run_1/final_placement.png
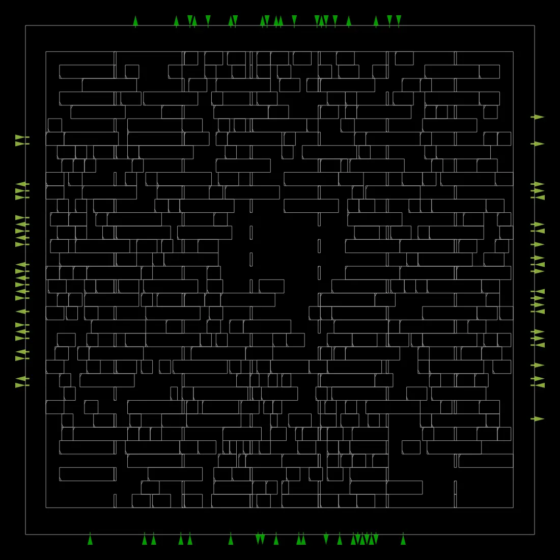
run_1/metal_stack.png
Drawn at 4 px/um. Two of the layers only.
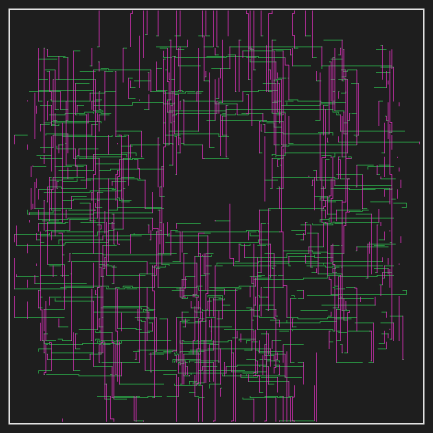
run_1/met2.png
Drawn at 4 px/um. Cells faint in the background.
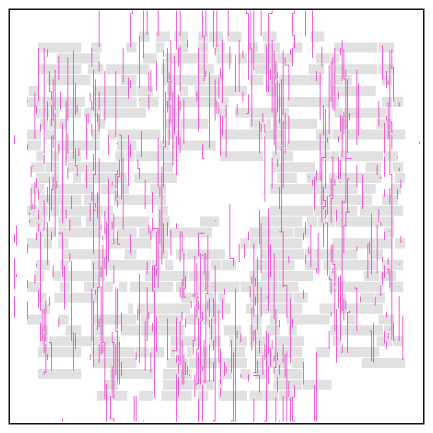
--- src/rtl/cpu_pkg.sv ---
// rtl/cpu_pkg.sv - shared datapath constants, jump conditions and writeback entry type
package cpu_pkg;

   localparam int DATA_W = 16;
   localparam int REG_AW = 3;

   typedef enum logic [1:0] {
      BR_NONE   = 2'd0,
      BR_ALWAYS = 2'd1,
      BR_IF_N   = 2'd2,
      BR_IF_Z   = 2'd3
   } br_cond_e;

   typedef struct packed {
      logic [DATA_W-1:0] data;
      logic              n;
      logic              z;
      logic [REG_AW-1:0] rd;
      logic              wr_en;
      logic              flag_en;
      br_cond_e          br_cond;
      logic [DATA_W-1:0] br_target;
   } wb_entry_t;

   // Jumps resolve against the architectural flags as they stood before this retire.
   function automatic logic br_is_taken(br_cond_e cond, logic flag_n, logic flag_z);
      return (cond == BR_ALWAYS) || (cond == BR_IF_N && flag_n) || (cond == BR_IF_Z && flag_z);
   endfunction

endpackage

--- src/rtl/wb_queue.sv ---
// rtl/wb_queue.sv - in-order synchronous FIFO of writeback entries with flush
module wb_queue
   import cpu_pkg::*;
#(
   parameter int DEPTH = 2
) (
   input  logic                       i_clk,
   input  logic                       i_reset_n,
   input  logic                       i_push,
   input  wb_entry_t                  i_entry,
   input  logic                       i_pop,
   input  logic                       i_flush,
   output wb_entry_t                  o_head,
   output logic [$clog2(DEPTH+1)-1:0] o_count
);

   localparam int AW = $clog2(DEPTH);
   localparam int CW = $clog2(DEPTH+1);

   wb_entry_t         mem_q [DEPTH];
   logic [AW-1:0]     rd_ptr_q, rd_ptr_d;
   logic [AW-1:0]     wr_ptr_q, wr_ptr_d;
   logic [CW-1:0]     count_q, count_d;

   // Flush wins over push/pop so a squash discards a same-cycle push as well.
   always_comb begin
      rd_ptr_d = rd_ptr_q;
      wr_ptr_d = wr_ptr_q;
      count_d  = count_q;
      if (i_flush) begin
         rd_ptr_d = '0;
         wr_ptr_d = '0;
         count_d  = '0;
      end else begin
         if (i_pop)
            rd_ptr_d = rd_ptr_q + AW'(1);
         if (i_push)
            wr_ptr_d = wr_ptr_q + AW'(1);
         case ({i_push, i_pop})
            2'b10:   count_d = count_q + CW'(1);
            2'b01:   count_d = count_q - CW'(1);
            default: count_d = count_q;
         endcase
      end
   end

   always_ff @(posedge i_clk) begin
      if (!i_reset_n) begin
         rd_ptr_q <= '0;
         wr_ptr_q <= '0;
         count_q  <= '0;
         for (int i = 0; i < DEPTH; i++)
            mem_q[i] <= '0;
      end else begin
         rd_ptr_q <= rd_ptr_d;
         wr_ptr_q <= wr_ptr_d;
         count_q  <= count_d;
         if (i_push && !i_flush)
            mem_q[wr_ptr_q] <= i_entry;
      end
   end

   assign o_head  = mem_q[rd_ptr_q];
   assign o_count = count_q;

endmodule

--- src/rtl/wb_retire_stage.sv ---
// rtl/wb_retire_stage.sv - writeback/retire stage: buffers ALU results, writes regfile, owns N/Z, resolves jumps
module wb_retire_stage
   import cpu_pkg::*;
#(
   parameter int DEPTH = 2
) (
   input  logic              i_clk,
   input  logic              i_reset_n,
   input  logic              i_valid,
   output logic              o_ready,
   input  logic [DATA_W-1:0] i_alu_out,
   input  logic              i_n,
   input  logic              i_z,
   input  logic [REG_AW-1:0] i_rd,
   input  logic              i_wr_en,
   input  logic              i_flag_en,
   input  logic [1:0]        i_br_cond,
   input  logic [DATA_W-1:0] i_br_target,
   output logic              o_valid,
   input  logic              i_ready,
   output logic              o_rf_we,
   output logic [REG_AW-1:0] o_rf_waddr,
   output logic [DATA_W-1:0] o_rf_wdata,
   output logic              o_br_taken,
   output logic [DATA_W-1:0] o_br_target,
   output logic              o_flag_n,
   output logic              o_flag_z
);

   localparam int CW = $clog2(DEPTH+1);

   wb_entry_t     in_entry;
   wb_entry_t     head;
   logic [CW-1:0] count;
   logic          push, pop, taken, squash;
   logic          run_q, run_d;
   logic          flag_n_q, flag_n_d;
   logic          flag_z_q, flag_z_d;

   assign in_entry = '{
      data:      i_alu_out,
      n:         i_n,
      z:         i_z,
      rd:        i_rd,
      wr_en:     i_wr_en,
      flag_en:   i_flag_en,
      br_cond:   br_cond_e'(i_br_cond),
      br_target: i_br_target
   };

   // run_q keeps o_ready low through reset and for the first cycle after release.
   assign o_valid = i_reset_n & (count != '0);
   assign o_ready = i_reset_n & run_q & (count != CW'(DEPTH));

   assign push   = i_valid & o_ready;
   assign pop    = o_valid & i_ready;
   assign taken  = br_is_taken(head.br_cond, flag_n_q, flag_z_q);
   assign squash = pop & taken;

   assign o_rf_we     = o_valid & head.wr_en;
   assign o_rf_waddr  = head.rd;
   assign o_rf_wdata  = head.data;
   assign o_br_taken  = squash;
   assign o_br_target = head.br_target;
   assign o_flag_n    = flag_n_q;
   assign o_flag_z    = flag_z_q;

   wb_queue #(.DEPTH(DEPTH)) u_queue (
      .i_clk     (i_clk),
      .i_reset_n (i_reset_n),
      .i_push    (push),
      .i_entry   (in_entry),
      .i_pop     (pop),
      .i_flush   (squash),
      .o_head    (head),
      .o_count   (count)
   );

   always_comb begin
      run_d    = 1'b1;
      flag_n_d = flag_n_q;
      flag_z_d = flag_z_q;
      if (pop && head.flag_en) begin
         flag_n_d = head.n;
         flag_z_d = head.z;
      end
   end

   always_ff @(posedge i_clk) begin
      if (!i_reset_n) begin
         run_q    <= 1'b0;
         flag_n_q <= 1'b0;
         flag_z_q <= 1'b0;
      end else begin
         run_q    <= run_d;
         flag_n_q <= flag_n_d;
         flag_z_q <= flag_z_d;
      end
   end

endmodule

--- config.mk ---
export PLATFORM = sky130hd
export DESIGN_NAME = wb_retire_stage
export DESIGN_NICKNAME = d
export VERILOG_FILES = /design/src/rtl/cpu_pkg.sv /design/src/rtl/wb_queue.sv /design/src/rtl/wb_retire_stage.sv
export SDC_FILE = /design/constraint.sdc
export NUM_CORES = 1
export LEC_CHECK = 0
export CAP_MARGIN = 0
export CORE_MARGIN = 4
export CORE_UTILIZATION = 47
export DETAILED_ROUTE_END_ITERATION = 10
export HOLD_SLACK_MARGIN = 0.1
export PLACE_DENSITY = 0.77
export SLEW_MARGIN = 20
export SYNTH_ARGS = -nofsm -noshare
export SYNTH_HDL_FRONTEND = slang
export SYNTH_SLANG_ARGS = --single-unit
--- constraint.sdc ---
create_clock -name i_clk -period 2.8 [get_ports i_clk]
set_input_delay 0.42 -clock i_clk [delete_from_list [all_inputs] [get_ports i_clk]]
set_output_delay 0.42 -clock i_clk [all_outputs]
set_load 0.1 [all_outputs]
==> flow_metrics.tcl, run 1 <==
# metrics dict for downstream scripts
set metrics [dict create \
    p_comb_w 0.000682 \
    grt_use_met1 0.166 \
    worst_setup_path_start_kind "flop" \
    seq-power_w 0.00156 \
    core_region_area_sq_um 8760 \
    crit_path_time_final_ps 2420 \
    switchingPower_w 0.000943 \
    route.top_layer_used "met4" \
    filler_cell_count 714 \
    dieArea_sq_um 10700 \
    numPortBuffers 85 \
    clock_path_buffers 2 \
    wl_met2_mm 3.84 \
    share_clk_of_total_power 0.296 \
    worstHoldEndpoint "u_queue.rd_ptr_q" \
    max_flop_register "u_queue.mem_q" \
    final_cell_area_sq_um 5100 \
    ys_warn_count 0 \
    postSynthAreaPerCell_sq_um 14.3 \
    power_top_consumer "sequential cells" \
    worst_clock_skew_ps 12.6 \
    numSynthFlops 90 \
    layout.cells.most_common_list "82 x sky130_fd_sc_hd__and2_1, 82 x sky130_fd_sc_hd__edfxtp_1, 46 x sky130_fd_sc_hd__buf_4, 44 x sky130_fd_sc_hd__clkdlybuf4s50_1, 35 x sky130_fd_sc_hd__mux2_2" \
    timing.critical_path.to_type "output pin" \
    final_min_period_over_clock_period 0.865 \
    status "finished, final reports clean" \
    vdd.ir_drop.worst_v 0.000391 \
    n_clock_buffer 9 \
    final-clk-cell-share 0.0424 \
    cts_tree "done" \
    flip_flop_count_of_the_largest_register_all_copies_and_words_added 82 \
    worst_pin_slew_ps 550 \
    final-max-slew-violation-count 0 \
    rrSetupSlack_ps 510 \
    netSwitchingFraction 0.296 \
    clock_latency_ps 340 \
    cap_violations 0 \
    report.final.setup_viol 0 \
]
Notes on final_placement.png above:
final standard cell count with taps included and fillers excluded: 468
Finished Core Util: 0.582
num tapcells: 108
number of standard-cell rows in the floorplan: 34
register share of the cell area: 0.514

Notes on metal_stack.png above:
layer	colour	wire length
met1	green	2960 um
met2	magenta	3840 um

Notes on met2.png above:
main direction	vertical
wire length on this layer	3840 um
share of all routed wire	53%

==> run 1: per-stage QoR <==
step / power (W) / setup slack [ps]
final: 0.00318 / 378
after global routing: 0.00330 / 254
after CTS: 0.00322 / 337
after detailed placement: 0.00228 / 310
after global placement: 0.00227 / 366
after floorplan: 0.00215 / -81.7
==> run 1: critical path, stage by stage, from the launching register on <==
cell                       delay, ps
sky130_fd_sc_hd__dfxtp_2         390
sky130_fd_sc_hd__buf_4           300
sky130_fd_sc_hd__nand3b_1        150
sky130_fd_sc_hd__a21oi_1         130
sky130_fd_sc_hd__or3_1           390
sky130_fd_sc_hd__inv_1           120
sky130_fd_sc_hd__buf_12          180
==> run 2: changes to the inputs <==
--- a/config.mk
+++ b/config.mk
@@ -9,6 +9,7 @@
 export CORE_MARGIN = 4
 export CORE_UTILIZATION = 47
 export DETAILED_ROUTE_END_ITERATION = 10
+export GPL_TIMING_DRIVEN = 0
 export HOLD_SLACK_MARGIN = 0.1
 export PLACE_DENSITY = 0.77
 export SLEW_MARGIN = 20
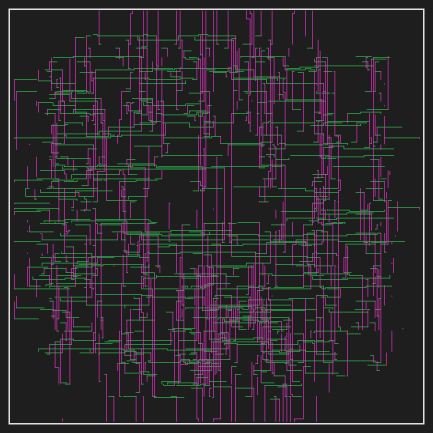
run_2/metal_stack.png
Drawn at 4 px/um. Two of the layers only.
layer	colour	wire length
met1	green	3440 um
met2	magenta	4120 um

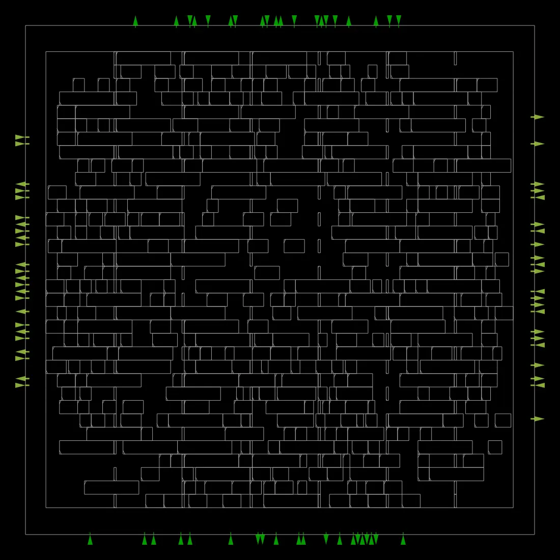
run_2/final_placement.png
Finished Core Util: 0.618
area of the core: 8760 sq um

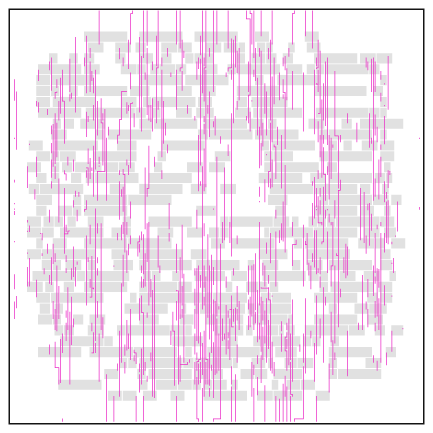
run_2/met2.png
Drawn at 4 px/um. Cells faint in the background.
nets with wire on the layer	398
share of all routed wire	51%
longest straight run	43.7 um
main direction	vertical
wire length on this layer	4120 um

==> flow_metrics.tcl, run 2 <==
# metrics dict for downstream scripts
set metrics [dict create \
    report.final.setup_viol 0 \
    p_total_w 0.00323 \
    worst-path-stages 5 \
    clock_path_buffers 2 \
    grt_use_met1 0.190 \
    numSynthFlops 90 \
    rrSetupSlack_ps 350 \
    vdd.ir_drop.worst_v 0.000255 \
    n_clock_buffer 12 \
    filler_cell_count 729 \
    worstHoldEndpoint "u_queue.rd_ptr_q" \
    layout.cells.most_common_list "82 x sky130_fd_sc_hd__and2_1, 82 x sky130_fd_sc_hd__edfxtp_1, 46 x sky130_fd_sc_hd__clkdlybuf4s50_1, 42 x sky130_fd_sc_hd__buf_4, 35 x sky130_fd_sc_hd__mux2_2" \
    critical_path.slowest_cell "sky130_fd_sc_hd__dlygate4sd2_1" \
    ys_warn_count 0 \
    cts.root.buffer_cell "sky130_fd_sc_hd__clkbuf_8" \
    final_min_period_over_clock_period 0.961 \
    flip_flop_count_of_the_largest_register_all_copies_and_words_added 82 \
    max_flop_register "u_queue.mem_q" \
    timing.critical_path.to_type "output pin" \
    num_tap_cells 108 \
    status "finished, final reports clean" \
    dieArea_sq_um 10700 \
    wl_per_cell_um 15.9 \
    top_area_cell "sky130_fd_sc_hd__edfxtp_1" \
    dpl_worst_slack_ps -498 \
    final_cell_area_sq_um 5420 \
    timing.critical_path.buf_inv 4 \
    wl_met2_mm 4.12 \
    crit_path_time_final_ps 2690 \
    worst_pin_slew_ps 972 \
    nFlopsAndLatches 90 \
    route.top_layer_used "met4" \
    final_routed_wirelength_mm 8.12 \
    cts_tree "done" \
    critical-path-max-stage-delay_ps 840 \
    worst_setup_path_start_kind "flop" \
    final-max-slew-violation-count 0 \
    cap_violations 0 \
    globalRouteMet2Util 0.286 \
    worstPathCellList "buf_6 > buf_2 > mux2_2 > buf_4 > dlygate4sd2_1" \
    register_area_share_after_synthesis 0.615 \
    postSynthAreaPerCell_sq_um 14.3 \
    register_share_of_the_cell_area 0.484 \
    worst_path_dominant_cell_family "buffers and inverters" \
    clock_latency_ps 350 \
    numPortBuffers 85 \
]
-- run 2: per-stage QoR --
| step | utilization | std cells | setup TNS [ps] |
|---|---|---|---|
| floorplan | - | 299 | -6740 |
| global placement | 0.599 | 492 | -75480 |
| detailed placement | 0.604 | 494 | -6140 |
| CTS | 0.622 | 510 | 0 |
| global route | 0.618 | 510 | 0 |
| finish | 0.618 | 510 | 0 |
-- run 2: what timing repair did --
action / CTS / global route
resized: 133 / 13
pin swaps: 0 / 0
endpoints found under the setup margin: 39 / 16
setup buffers: 0 / 0
-- run 2: where the power goes --
group	switching (W)	internal [W]	leakage, nW	total (W)
Clock	0.000432	0.000500	0.102	0.000932
Sequential	0.0000217	0.00154	0.919	0.00156
Combinational	0.000496	0.000242	1.19	0.000739
==> run 3: changes to the inputs <==
--- a/config.mk
+++ b/config.mk
@@ -5,13 +5,16 @@
 export SDC_FILE = /design/constraint.sdc
 export NUM_CORES = 1
 export LEC_CHECK = 0
+export ABC_AREA = 1
 export CAP_MARGIN = 0
+export CELL_PAD_IN_SITES_DETAIL_PLACEMENT = 0
+export CELL_PAD_IN_SITES_GLOBAL_PLACEMENT = 1
 export CORE_MARGIN = 4
-export CORE_UTILIZATION = 47
+export CORE_UTILIZATION = 35
 export DETAILED_ROUTE_END_ITERATION = 10
 export GPL_TIMING_DRIVEN = 0
 export HOLD_SLACK_MARGIN = 0.1
-export PLACE_DENSITY = 0.77
+export PLACE_DENSITY_LB_ADDON = 0.1
 export SLEW_MARGIN = 20
 export SYNTH_ARGS = -nofsm -noshare
 export SYNTH_HDL_FRONTEND = slang
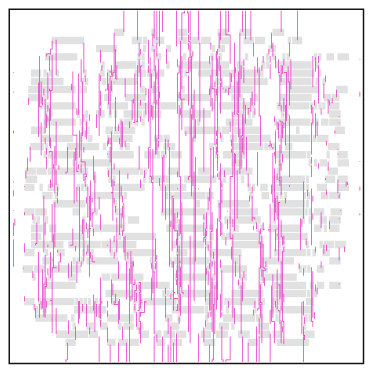
run_3/met2.png
Drawn at 3 px/um. Cells faint in the background.
share of all routed wire	50%
main direction	vertical

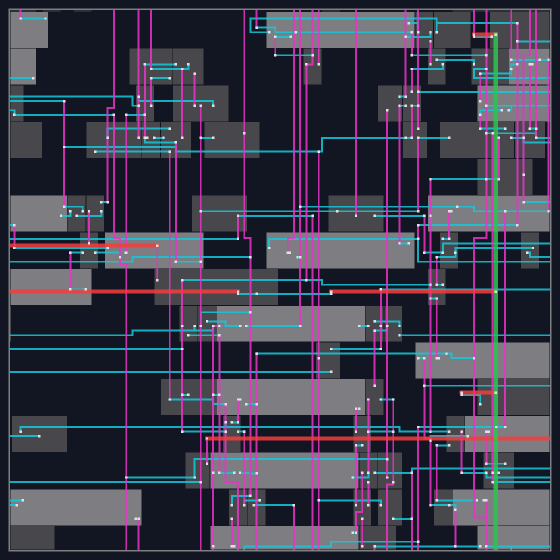
run_3/zoom.png
Region (39, 39) to (79, 79) um. Cells in grey, sequential cells in the stronger grey; small squares are vias.
layer	colour
met1	cyan
met4	green
met2	magenta
met3	red
most frequent	nand2_1 (12), edfxtp_1 (12), nor2_1 (10)
netlist names of flops here include	u_queue.mem_q (12), u_queue.wr_ptr_q (1)
cells with their middle in the window	65
sequential cells in the window	13

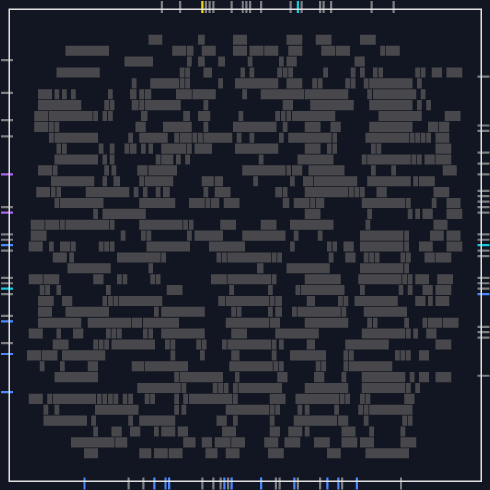
run_3/pins.png
Drawn at 4 px/um. Pins as bars across the die edge, other pins in grey.
port	colour	pins	direction	edge
o_valid	yellow	1	output	top
o_rf_waddr	cyan	3	output	1 left, 1 right, 1 top
i_br_target	blue	16	input	11 bottom, 4 left, 1 right
i_br_cond	purple	2	input	left
all pins by edge	24 right, 23 bottom, 20 left, 19 top

==> flow_metrics.tcl, run 3 <==
# metrics dict for downstream scripts
set metrics [dict create \
    final_standard_cell_count_with_taps_included_and_fillers_excluded 678 \
    numSynthFlops 90 \
    cts_tree "done" \
    rrSetupSlack_ps 730 \
    numPortBuffers 85 \
    share_clk_of_total_power 0.346 \
    clk-power_w 0.00119 \
    report.final.setup_viol 0 \
    p_comb_w 0.000701 \
    p_total_w 0.00345 \
    layout.cells.most_common_list "131 x sky130_fd_sc_hd__nand2_1, 87 x sky130_fd_sc_hd__nor2_1, 82 x sky130_fd_sc_hd__edfxtp_1, 50 x sky130_fd_sc_hd__inv_1, 46 x sky130_fd_sc_hd__clkdlybuf4s50_1" \
    power_top_consumer "sequential cells" \
    register_share_of_the_cell_area 0.471 \
    wl_per_cell_um 13.1 \
    final_cell_area_sq_um 5570 \
    ys_warn_count 0 \
    final_min_period_over_clock_period 0.954 \
    post_cts_resized 105 \
    cap_violations 0 \
    final-max-slew-violation-count 0 \
    n_clock_buffer 10 \
    register_area_share_after_synthesis 0.624 \
    final.setup.tns_ps 0 \
    cts.root.buffer_cell "sky130_fd_sc_hd__clkbuf_16" \
    wl_met2_mm 4.47 \
    worst_setup_path_start_kind "input port" \
    top_area_cell "sky130_fd_sc_hd__edfxtp_1" \
    worst_pin_slew_ps 969 \
    num_tap_cells 143 \
    seq_power_share 0.451 \
    postSynthAreaPerCell_sq_um 9.69 \
    status "finished, final reports clean" \
    clock_path_buffers 2 \
    dpl_worst_slack_ps -533 \
    place.detailed.instances 662 \
    final_util 0.482 \
    vdd.ir_drop.worst_v 0.000328 \
]
==> run 3: cell count changes after synthesis, moves of 6 or more <==
cell,before,now
sky130_fd_sc_hd__nor2_1,2,87
sky130_fd_sc_hd__inv_1,4,50
sky130_fd_sc_hd__nand2_1,2,133
sky130_fd_sc_hd__and2_1,82,0
sky130_fd_sc_hd__nor2_2,0,6
sky130_fd_sc_hd__mux2_2,35,0
==> run 3: critical path, stage by stage <==
cell and delay, ps:
sky130_fd_sc_hd__clkdlybuf4s50_1 740, sky130_fd_sc_hd__o21ai_1 220, sky130_fd_sc_hd__nor2_4 230, sky130_fd_sc_hd__nand3_4 150, sky130_fd_sc_hd__inv_1 70, sky130_fd_sc_hd__buf_2 420
Power is estimated from default activity; no workload was simulated.
